### Clock network drawn from the DEF

Bar = 20 µm.
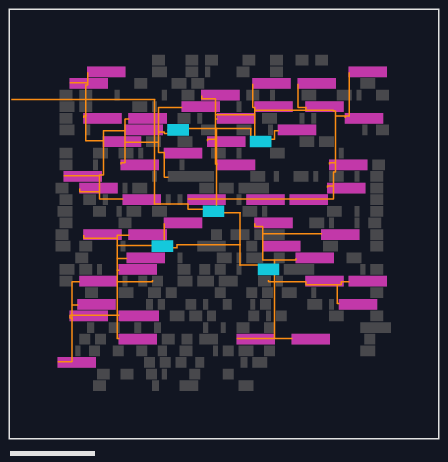
### Placement by cell class

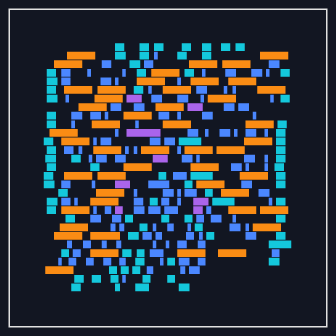
### Signal metal coverage by tile

20 x 20 tiles, from dark blue (low) to red (high), scaled to the fullest tile. Values are wire area over tile area, all layers added.
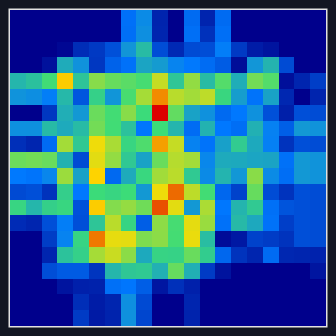
## src/rtl/leb128_collect.sv

```systemverilog
// ============================================================================
// Module   : leb128_collect
// Brief    : Gathers one LEB128 varint (<= MAXB bytes) into a 5-byte window.
// Revision : 1.0
// ============================================================================
`default_nettype none

module leb128_collect #(
    parameter int MAXB = 5
) (
    input  logic       clk,
    input  logic       rst,
    input  logic [7:0] in_data,
    input  logic       in_valid,
    output logic       in_ready,
    output logic [7:0] o0,
    output logic [7:0] o1,
    output logic [7:0] o2,
    output logic [7:0] o3,
    output logic [7:0] o4,
    output logic [2:0] out_len,
    output logic       out_err,
    output logic       out_valid,
    input  logic       out_ready
);

    typedef enum logic [0:0] {
        COLLECT = 1'b0,
        HOLD    = 1'b1
    } state_t;

    localparam logic [2:0] C_LAST    = 3'(MAXB - 1);
    localparam logic [2:0] C_LEN_MAX = 3'(MAXB);

    state_t     state_q, state_d;
    logic [7:0] slot_q [MAXB];
    logic [7:0] slot_d [MAXB];
    logic [2:0] idx_q, idx_d;
    logic [2:0] len_q, len_d;
    logic       err_q, err_d;
    logic [2:0] w_base;
    logic [39:0] w_win;

    assign in_ready  = (state_q == COLLECT) || out_ready;
    assign out_valid = (state_q == HOLD);
    assign out_len   = len_q;
    assign out_err   = err_q;

    always_comb begin
        state_d = state_q;
        slot_d  = slot_q;
        idx_d   = idx_q;
        len_d   = len_q;
        err_d   = err_q;
        w_base  = idx_q;

        // Consuming the window frees every slot so the next varint starts clean.
        if (state_q == HOLD && out_ready) begin
            for (int i = 0; i < MAXB; i++) begin
                slot_d[i] = 8'h00;
            end
            idx_d   = 3'd0;
            len_d   = 3'd0;
            err_d   = 1'b0;
            state_d = COLLECT;
            w_base  = 3'd0;
        end

        if (in_valid && in_ready) begin
            slot_d[w_base] = in_data;
            idx_d          = w_base + 3'd1;
            if (!in_data[7]) begin
                state_d = HOLD;
                len_d   = w_base + 3'd1;
                err_d   = 1'b0;
            end else if (w_base == C_LAST) begin
                state_d = HOLD;
                len_d   = C_LEN_MAX;
                err_d   = 1'b1;
            end
        end
    end

    always_ff @(posedge clk or posedge rst) begin
        if (rst) begin
            state_q <= COLLECT;
            for (int i = 0; i < MAXB; i++) begin
                slot_q[i] <= 8'h00;
            end
            idx_q <= 3'd0;
            len_q <= 3'd0;
            err_q <= 1'b0;
        end else begin
            state_q <= state_d;
            slot_q  <= slot_d;
            idx_q   <= idx_d;
            len_q   <= len_d;
            err_q   <= err_d;
        end
    end

    always_comb begin
        w_win = '0;
        for (int i = 0; i < MAXB && i < 5; i++) begin
            w_win[i*8 +: 8] = slot_q[i];
        end
    end

    assign o0 = w_win[7:0];
    assign o1 = w_win[15:8];
    assign o2 = w_win[23:16];
    assign o3 = w_win[31:24];
    assign o4 = w_win[39:32];

endmodule

`default_nettype wire

```

## config.mk

```make
export PLATFORM = sky130hd
export DESIGN_NAME = leb128_collect
export DESIGN_NICKNAME = d
export VERILOG_FILES = /design/src/rtl/leb128_collect.sv
export SDC_FILE = /design/constraint.sdc
export NUM_CORES = 1
export LEC_CHECK = 0
export CELL_PAD_IN_SITES_DETAIL_PLACEMENT = 1
export CELL_PAD_IN_SITES_GLOBAL_PLACEMENT = 1
export CORE_MARGIN = 10
export CORE_UTILIZATION = 33
export CTS_BUF_LIST = sky130_fd_sc_hd__clkbuf_8 sky130_fd_sc_hd__clkbuf_16
export DETAILED_ROUTE_END_ITERATION = 10
export GPL_ROUTABILITY_DRIVEN = 0
export HOLD_SLACK_MARGIN = 0.15
export PLACE_DENSITY_LB_ADDON = 0.1
export SYNTH_ARGS = -nofsm -noshare
export SYNTH_HDL_FRONTEND = slang
export SYNTH_SLANG_ARGS = --single-unit
export TNS_END_PERCENT = 20
```

## constraint.sdc

```tcl
create_clock -name clk -period 1.7 [get_ports clk]
set_input_delay 0.51 -clock clk [delete_from_list [all_inputs] [get_ports clk]]
set_output_delay 0.51 -clock clk [all_outputs]
set_load 0.02 [all_outputs]
```

==> summary.txt <==
Implementation summary

The vertical extent of the die is about 100 µm. CTS added clock buffers totalling 5. For reference, the placement row count at floorplan is 29. STA classifies the critical path endpoint as a flip-flop. For met3 alone, demand over resource in global routing was about 5%. The count of buffers added on input and output ports is 57.

Global routing consumed, on the met2 layer, just under 20% of the routing resources. The horizontal die dimension reported for this design is between 100 and 150 µm. The tally of yosys warning messages is 0. In this run the number of H-tree levels came out at 2. The post-synthesis net count is between 150 and 200. The share of the synthesized area in the top cell type is 56.7%. The startpoint of the most critical register-to-register path is out_valid$_DFF_PP0_. The cell type contributing the most total cell area after synthesis is sky130_fd_sc_hd__dfrtp_1. In the setup report, the worst path falls into the class input pin to flip-flop. The DRC violation count after routing is 0. The synthesized-area fraction occupied by ao, oa, aoi and oai cells is between 10% and 20%. Of the total synthesized cell area, the portion taken by AND, OR, NAND and NOR gates is between 10% and 20%. Fill cells in the final layout number between 700 and 800.

The endpoint identified for the worst register-to-register timing path is o0[7]$_DFF_PP0_. The logic depth of the worst register-to-register path is 4. The maximum number of pins on one net before global-route repair is roughly 49. The layout-stage area growth over the synthesis result is 41.9%.

Setup repair after global routing left no endpoint under its margin. The worst hold path begins at o0[6]$_DFF_PP0_. The measured slew at the worst slew-check pin is ~0.48 ns. In the synthesized netlist, the number of instances is 184. The fraction of synthesized area in multiplexers is 15.1%.

In the Yosys stats the netlist draws on 33 distinct library cells. The run finished with clean final reports. The main kind of combinational logic by area is multiplexers.

The first global-routing pass estimated around 10000 µm of wire. Across all checked pins, the minimum headroom to the slew limit is between 60% and 70%. Per the final report, max-transition violations number 0. Per the post-synthesis stats, the area per cell is ~12 µm². The worst reg-to-reg setup slack is 0.12 ns. The sequential cell area fraction in the yosys report is roughly 57%. The skew report gives the latency at the later pin of the worst-skew pair as around 0.31 ns. The ratio of routed vias to standard cells is roughly 5. The final count of hold timing violations is 0. Walking the worst path, the cells encountered are clkdlybuf4s50_1 -> nor2b_1 -> nand4_1 -> a21boi_0. TritonCTS built the clock tree.

The area of the die is about 0.010 mm². The switching power as a share of total power is between 30% and 40%. Of all nets on the critical path, the largest fanout is 5. Once routing completed, OpenROAD measured the worst setup slack at between 0.09 and 0.1 ns.

The post-synthesis chip area from yosys is between 0.002 and 0.0025 mm². In the final routed layout, each cell accounts on average for 18.1 µm. The worst setup path is launched from an input pin.

The power group with the largest share is sequential cells. The number of maximum-capacitance violations recorded for the run is 0. The top-level I/O count is about 58.

The number of hold-repair buffers added at the cts stage is 0. The most frequent standard cell in the layout excluding fill and tap cells is sky130_fd_sc_hd__dfrtp_1. The routed wire length is approximately 6000 µm.

At the end of the flow, the number of nets in the layout was around 270. Note that the worst hold path type here is flip-flop to flip-flop. Hold analysis lists the worst path endpoint as o0[6]$_DFF_PP0_.

The clock drives 48 sinks. With fillers left out, the area of the finished cells amounts to roughly 0.003 mm². The global router's overall resource usage is 12.7%. The number of global-route vias before repair is approximately 1900. The power dissipated in sequential cells is 1.57 mW. In the placement report, post-DP HPWL is listed as 4480 µm. 0 antenna diodes ended up in the layout. Across all layers, the routed design uses about 1700 vias. The async set-reset flop share out of synthesis is 100%. Sequential cells account for between 40% and 50% of the total power. The required arrival time at the worst endpoint is around 1.9 ns.

The initial antenna violation count is 0. In the floorplan report the effective utilization is between 30 and 40%. Ranked by total cell area, the synthesized netlist is headed by sky130_fd_sc_hd__dfrtp_1, sky130_fd_sc_hd__mux2i_1, sky130_fd_sc_hd__nand2_1, sky130_fd_sc_hd__a22o_1, sky130_fd_sc_hd__inv_1. The leakage power is around 1.7 nW. The timing report gives the biggest stage delay along the critical path as roughly 0.55 ns. For this design, the slowest cell found on the critical path is sky130_fd_sc_hd__clkdlybuf4s50_1. Per the power-grid run, VDD falls by no more than about 0.55 mV.

The end-of-flow timing check tallies setup violations at 0. The CTS root buffer is sky130_fd_sc_hd__clkbuf_8. The count of flip-flops with a built-in enable after synthesis is 0.
## Picture notes: 'Clock network drawn from the DEF'
legend:
  cyan:
    item: cells driving clock nets
    count: 5
  orange:
    item: clock wires
    length: 619 µm
  magenta:
    item: flip-flops
    count: 48
routed clock nets: 6

## Picture notes: 'Placement by cell class'
legend:
  orange:
    class: flip-flops
    cells: 48
  purple:
    class: clock drivers and dummy loads
    cells: 8
  cyan:
    class: other buffers and delay cells
    cells: 79
  blue:
    class: all other logic
    cells: 125

## Picture notes: 'Signal metal coverage by tile'
nearly empty tiles: 23%
tiles over half the peak: 18%
densest ninth of the die: centre
mean over tiles: 0.096
emptiest ninth of the die: lower right
fullest tile: 0.36

-- logic make-up after synthesis --
| kind of cell | after synthesis |
|---|---|
| AOI/OAI and AO/OA | 27 |
| and+or+nand+nor | 54 |
| muxes | 32 |
| DFF | 48 |
| buffers and inverters | 22 |
| adders and majority gates | 1 |
-- per-layer routing --
layer / share of wire (%) / vias up
li1: - / 781
met1: 47 / 824
met2: 46 / 42
met3: 6.8 / 7
met4: 0.80 / 0
met5: 0 / -
-- flip-flops by register name, indices dropped and copies added (netlist names) --
| name | flops |
|---|---|
| out_valid | 1 |
| out_len | 3 |
| idx_q | 3 |
| o4 | 8 |
| o3 | 8 |
| o0 | 8 |
| out_err | 1 |
| o1 | 8 |
| o2 | 8 |
-- cell usage after synthesis (2+ instances only) --
master and instances:
sky130_fd_sc_hd__dfrtp_1 48, sky130_fd_sc_hd__nand2_1 37, sky130_fd_sc_hd__mux2i_1 32, sky130_fd_sc_hd__inv_1 11, sky130_fd_sc_hd__a22o_1 8, sky130_fd_sc_hd__buf_2 6, sky130_fd_sc_hd__nor2_1 3, sky130_fd_sc_hd__nor2b_1 3
sky130_fd_sc_hd__o211ai_1 3, sky130_fd_sc_hd__o21ai_0 3, sky130_fd_sc_hd__a21boi_0 2, sky130_fd_sc_hd__a21o_1 2, sky130_fd_sc_hd__a21oi_1 2, sky130_fd_sc_hd__buf_6 2, sky130_fd_sc_hd__clkbuf_1 2, sky130_fd_sc_hd__nand3_1 2
sky130_fd_sc_hd__nand3b_1 2
-- critical path, delay by kind of cell --
family | cells | cell delay, ns
AND/OR/NAND/NOR | 2 | 0.53
buffers and inverters | 1 | 0.55
AND-OR/OR-AND | 1 | 0.19
-- through the flow --
step | instances | util [%] | setup TNS, ns | power [mW] | hold slack [ns]
after CTS | 337 | 47.8 | -0.134 | 3.86 | 0.519
after detailed placement | 328 | 46.7 | -10.62 | 3.17 | 0.490
after global placement | 328 | 46.7 | -9.63 | 3.15 | 0.490
final | 337 | 47.9 | 0 | 3.80 | 0.516
after floorplan | 184 | - | -0.0311 | 2.39 | 0.540
after global routing | 337 | 47.9 | 0 | 4.05 | 0.527
-- area by class of cell --
cell class / instances / area, µm² / share of cell area (%)
Sequential cell: 48 / 1200 / 40.0
Multi-Input combinational cell: 114 / 823 / 27.4
Timing Repair Buffer: 79 / 726 / 24.1
Tap cell: 77 / 96.3 / 3.20
Clock buffer: 5 / 68.8 / 2.29
Clock inverter: 3 / 46.3 / 1.54
Inverter: 11 / 45.0 / 1.50
-- worst max-delay path by stage --
stage / depth (start not counted) / startpoint / to
floorplan: 7 / out_valid$_DFF_PP0_ / idx_q[1]$_DFF_PP0_
finish: 4 / in_valid / out_len[1]$_DFF_PP0_
CTS: 4 / out_ready / in_ready
global route: 4 / in_valid / o0[7]$_DFF_PP0_
detailed placement: 4 / out_ready / in_ready
global placement: 4 / out_ready / in_ready
-- timing repair --
item                                    CTS  global route
endpoints found under the setup margin   54            22
buffers inserted                          1             0
gates cloned                              0             0
resized                                  51             5
pin swaps                                 0             0
Power and IR drop assume default switching activity.
